### src/rtl/gate3_arb_pkg.sv
// Shared encodings for the gate3 round-robin arbiter.
package gate3_arb_pkg;
    typedef enum logic [1:0] {
        ST_IDLE = 2'd0,
        ST_EVAL = 2'd1,
        ST_RESP = 2'd2
    } state_e;

    localparam logic OP_AND  = 1'b0;
    localparam logic OP_OR   = 1'b1;
    localparam int   NUM_REQ = 3;
endpackage

### src/rtl/gate3_cells.sv
// Single-bit 3-input AND / OR cells used to build the shared gate arrays.
module and3 (
    input  logic a,
    input  logic b,
    input  logic c,
    output logic y
);
    assign y = a & b & c;
endmodule

module or3 (
    input  logic a,
    input  logic b,
    input  logic c,
    output logic y
);
    assign y = a | b | c;
endmodule

### src/rtl/gate3_rr_pick.sv
// Combinational round-robin picker: first set request at or above ptr, wrapping mod 3.
module gate3_rr_pick
    import gate3_arb_pkg::*;
(
    input  logic [NUM_REQ-1:0] req,
    input  logic [1:0]         ptr,
    output logic [NUM_REQ-1:0] win,
    output logic [1:0]         win_idx
);
    logic [1:0] base;
    logic [2:0] sum;
    logic [1:0] cand;
    logic       found;

    always_comb begin
        win     = '0;
        win_idx = '0;
        found   = 1'b0;
        sum     = '0;
        cand    = '0;
        // ptr never reaches 3; treat it as 0 so the picker stays total
        base    = (ptr == 2'd3) ? 2'd0 : ptr;
        for (int i = 0; i < NUM_REQ; i++) begin
            sum = {1'b0, base} + 3'(i);
            if (sum >= 3'd3) sum = sum - 3'd3;
            cand = sum[1:0];
            if (!found && req[cand]) begin
                found       = 1'b1;
                win[cand]   = 1'b1;
                win_idx     = cand;
            end
        end
    end
endmodule

### src/rtl/gate3_arbiter.sv
// Shares one WIDTH-bit AND3/OR3 unit among three requesters, round-robin, 3 cycles per job.
// Optional per-requester grant counters enabled by `define GATE3_ARB_PERF_EN.
module gate3_arbiter
    import gate3_arb_pkg::*;
#(
    parameter int WIDTH = 8,
    parameter int CNT_W = 16
) (
    input  logic                 clk,
    input  logic                 rst_n,
    input  logic [NUM_REQ-1:0]   req,
    input  logic [NUM_REQ-1:0]   op,
    input  logic [9*WIDTH-1:0]   opnd,
    output logic [NUM_REQ-1:0]   gnt,
    output logic [NUM_REQ-1:0]   done,
    output logic [WIDTH-1:0]     result,
    output logic                 busy
`ifdef GATE3_ARB_PERF_EN
    ,
    output logic [3*CNT_W-1:0]   grant_cnt
`endif
);
    state_e               state_q, state_d;
    logic [1:0]           rr_ptr_q, rr_ptr_d;
    logic [NUM_REQ-1:0]   gnt_q, gnt_d;
    logic [NUM_REQ-1:0]   done_q, done_d;
    logic [WIDTH-1:0]     result_q, result_d;
    logic                 busy_q, busy_d;
    logic                 op_l_q, op_l_d;
    logic [3*WIDTH-1:0]   opnd_l_q, opnd_l_d;

    logic [NUM_REQ-1:0]   win;
    logic [1:0]           win_idx;
    logic [3*WIDTH-1:0]   opnd_sel;
    logic                 op_sel;
    logic [WIDTH-1:0]     and_out, or_out;
    logic                 grant_edge;

    gate3_rr_pick u_pick (
        .req     (req),
        .ptr     (rr_ptr_q),
        .win     (win),
        .win_idx (win_idx)
    );

    always_comb begin
        opnd_sel = '0;
        op_sel   = 1'b0;
        case (win_idx)
            2'd0:    begin opnd_sel = opnd[0*3*WIDTH +: 3*WIDTH]; op_sel = op[0]; end
            2'd1:    begin opnd_sel = opnd[1*3*WIDTH +: 3*WIDTH]; op_sel = op[1]; end
            default: begin opnd_sel = opnd[2*3*WIDTH +: 3*WIDTH]; op_sel = op[2]; end
        endcase
    end

    for (genvar b = 0; b < WIDTH; b++) begin : g_gate
        and3 u_and (
            .a (opnd_l_q[b]),
            .b (opnd_l_q[WIDTH+b]),
            .c (opnd_l_q[2*WIDTH+b]),
            .y (and_out[b])
        );
        or3 u_or (
            .a (opnd_l_q[b]),
            .b (opnd_l_q[WIDTH+b]),
            .c (opnd_l_q[2*WIDTH+b]),
            .y (or_out[b])
        );
    end

    assign grant_edge = (state_q == ST_IDLE) && (|req);

    always_comb begin
        state_d  = state_q;
        rr_ptr_d = rr_ptr_q;
        gnt_d    = gnt_q;
        done_d   = 1'b0 ? done_q : '0;
        result_d = result_q;
        busy_d   = busy_q;
        op_l_d   = op_l_q;
        opnd_l_d = opnd_l_q;
        case (state_q)
            ST_IDLE: begin
                if (grant_edge) begin
                    gnt_d    = win;
                    op_l_d   = op_sel;
                    opnd_l_d = opnd_sel;
                    busy_d   = 1'b1;
                    state_d  = ST_EVAL;
                end
            end
            ST_EVAL: begin
                result_d = (op_l_q == OP_OR) ? or_out : and_out;
                done_d   = gnt_q;
                state_d  = ST_RESP;
            end
            ST_RESP: begin
                // pointer moves one past whoever was just served
                rr_ptr_d = gnt_q[0] ? 2'd1 : (gnt_q[1] ? 2'd2 : 2'd0);
                gnt_d    = '0;
                busy_d   = 1'b0;
                state_d  = ST_IDLE;
            end
            default: state_d = ST_IDLE;
        endcase
    end

    always_ff @(posedge clk or negedge rst_n) begin
        if (!rst_n) begin
            state_q  <= ST_IDLE;
            rr_ptr_q <= '0;
            gnt_q    <= '0;
            done_q   <= '0;
            result_q <= '0;
            busy_q   <= 1'b0;
            op_l_q   <= 1'b0;
            opnd_l_q <= '0;
        end else begin
            state_q  <= state_d;
            rr_ptr_q <= rr_ptr_d;
            gnt_q    <= gnt_d;
            done_q   <= done_d;
            result_q <= result_d;
            busy_q   <= busy_d;
            op_l_q   <= op_l_d;
            opnd_l_q <= opnd_l_d;
        end
    end

    assign gnt    = gnt_q;
    assign done   = done_q;
    assign result = result_q;
    assign busy   = busy_q;

`ifdef GATE3_ARB_PERF_EN
    logic [NUM_REQ-1:0][CNT_W-1:0] cnt_q, cnt_d;

    always_comb begin
        cnt_d = cnt_q;
        for (int k = 0; k < NUM_REQ; k++) begin
            if (grant_edge && win[k] && (cnt_q[k] != {CNT_W{1'b1}}))
                cnt_d[k] = cnt_q[k] + 1'b1;
        end
    end

    always_ff @(posedge clk or negedge rst_n) begin
        if (!rst_n) cnt_q <= '0;
        else        cnt_q <= cnt_d;
    end

    assign grant_cnt = cnt_q;
`endif
endmodule

### config.mk
export PLATFORM = sky130hd
export DESIGN_NAME = gate3_arbiter
export DESIGN_NICKNAME = d
export VERILOG_FILES = /design/src/rtl/gate3_arb_pkg.sv /design/src/rtl/gate3_cells.sv /design/src/rtl/gate3_rr_pick.sv /design/src/rtl/gate3_arbiter.sv
export SDC_FILE = /design/constraint.sdc
export NUM_CORES = 1
export LEC_CHECK = 0
export CAP_MARGIN = 20
export CORE_UTILIZATION = 62
export CTS_BUF_LIST = sky130_fd_sc_hd__clkbuf_4 sky130_fd_sc_hd__clkbuf_8
export DETAILED_ROUTE_END_ITERATION = 8
export DONT_BUFFER_PORTS = 1
export PLACE_DENSITY_LB_ADDON = 0.12
export REMOVE_ABC_BUFFERS = 1
export SLEW_MARGIN = 20
export SYNTH_ARGS = -nofsm -noshare
export SYNTH_HDL_FRONTEND = slang
export SYNTH_SLANG_ARGS = --single-unit
export TNS_END_PERCENT = 5
### constraint.sdc
create_clock -name clk -period 3 [get_ports clk]
set_input_delay 0.75 -clock clk [delete_from_list [all_inputs] [get_ports clk]]
set_output_delay 0.75 -clock clk [all_outputs]
set_load 0.02 [all_outputs]
M1 wires:
Drawn at 8 px/micron. Supply wires on this layer in gray.
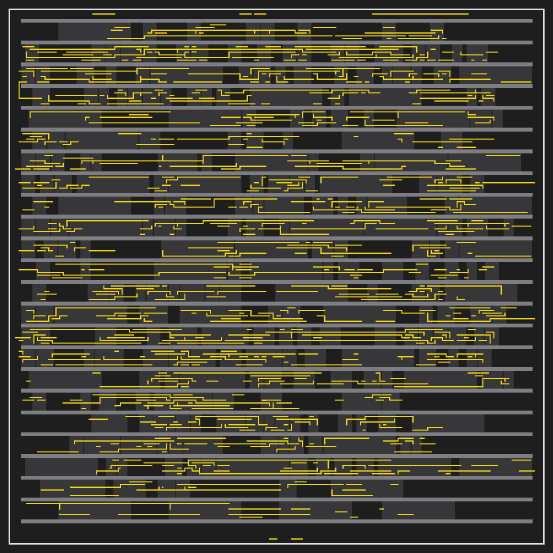
323 nets have wire on it. The wires run mostly horizontal.
via count: 2,234
routing usage on met1: 37.0%
routed wire length: 6200 microns

==> flow_summary.yaml <==
# flow metrics
final_layout:
  comb_area_sq_um: 1330
  num-nets-final: 373
  clock_buffers: 5
  clock_cell_area_share_pct: 3.32
  areaGrowthSynthToFinish_pct: 1.98
  largestClassByArea: "combinational gates"
  nNonClkInverters: 5
  most-common-layout-cells: "44 x dfrtp_1, 39 x a21oi_1, 35 x nor2_1"
  nonClkBufAreaFrac_pct: 1.71
  largest-register: "opnd_l_q"
timing:
  finalSetupTns_ns: 0
  rsz0062_at_grt: "no"
  fmax_mhz: 408
  skew_ns: 0.00603
  worst_pin_slew_ns: 0.726
  finalClockPeriodUsage_pct: 81.7
route:
  drc: 2
  wl_per_cell_microns: 18.2
  drt_pass1_iterations: 6
  antenna_left: 0
  drtIter0Drc: 152
yosys:
  syn_area_sq_um: 2590
  synthMuxAreaShare_pct: 2.56
  ys_cells: 301
  avgSynthCellArea_sq_um: 8.60
  topCellsByArea: "dfrtp_1 43%, a21oi_1 7.5%, a31oi_1 6.5%"
  yosys.area.top_type: "dfrtp_1"
floorplanning:
  rows: 23
power:
  irDropWorstVdd_mv: 0.663
  p_int_mw: 1.77
  power.group.top: "combinational logic"
  netSwitchingPower_mw: 1.65
critical_path:
  crit_required_ns: 3.22
  crit_fanout: 19
  critical_path.endpoint: "opnd_l_q[22]$_DFFE_PN0P_"
  critPathLaunch: "rr_ptr_q[0]$_DFFE_PN0P_"
  critPathTopFamily: "AND-OR/OR-AND gates"
  end_kind: "flop"
  path_cells: "inv_1, ha_1, and2b_1, o21a_1, nor3_4, buf_4, o21ai_0, a31oi_1"
  slowest_stage: "dfrtp_1"
  arrival_ns: 2.67
place:
  dp_slack_ns: 0.548
  placedInstanceArea_sq_um: 2550
  io_buffers: 0
grt:
  grt_antenna_before_repair: 0
  grt.busiest_layer: "met2"
  grtUsageMet2_pct: 46.0
status:
  outcome: "finished with violations"
  violations: "DRC"
clock_tree:
  clock_sinks: 44
Cell sizes after repair:
Drawn at 6 px/micron.
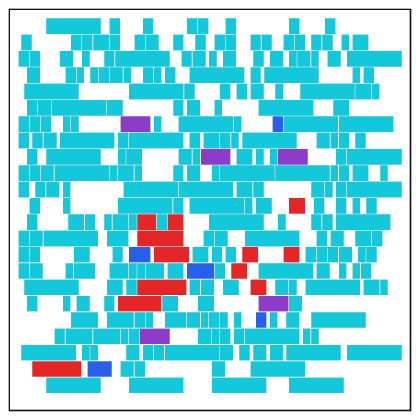
Red stands for drive 3 to 4, cells 12, share 4.1%, most used buf_4. Blue stands for drive 2, cells 5, share 1.7%, most used clkinv_2. Purple stands for drive 6 and up, cells 5, share 1.7%, most used clkbuf_8. Cyan stands for drive 1 or less, cells 268, share 92%, most used dfrtp_1.

Power figures rest on the tool's default switching activity, not on a simulated workload.
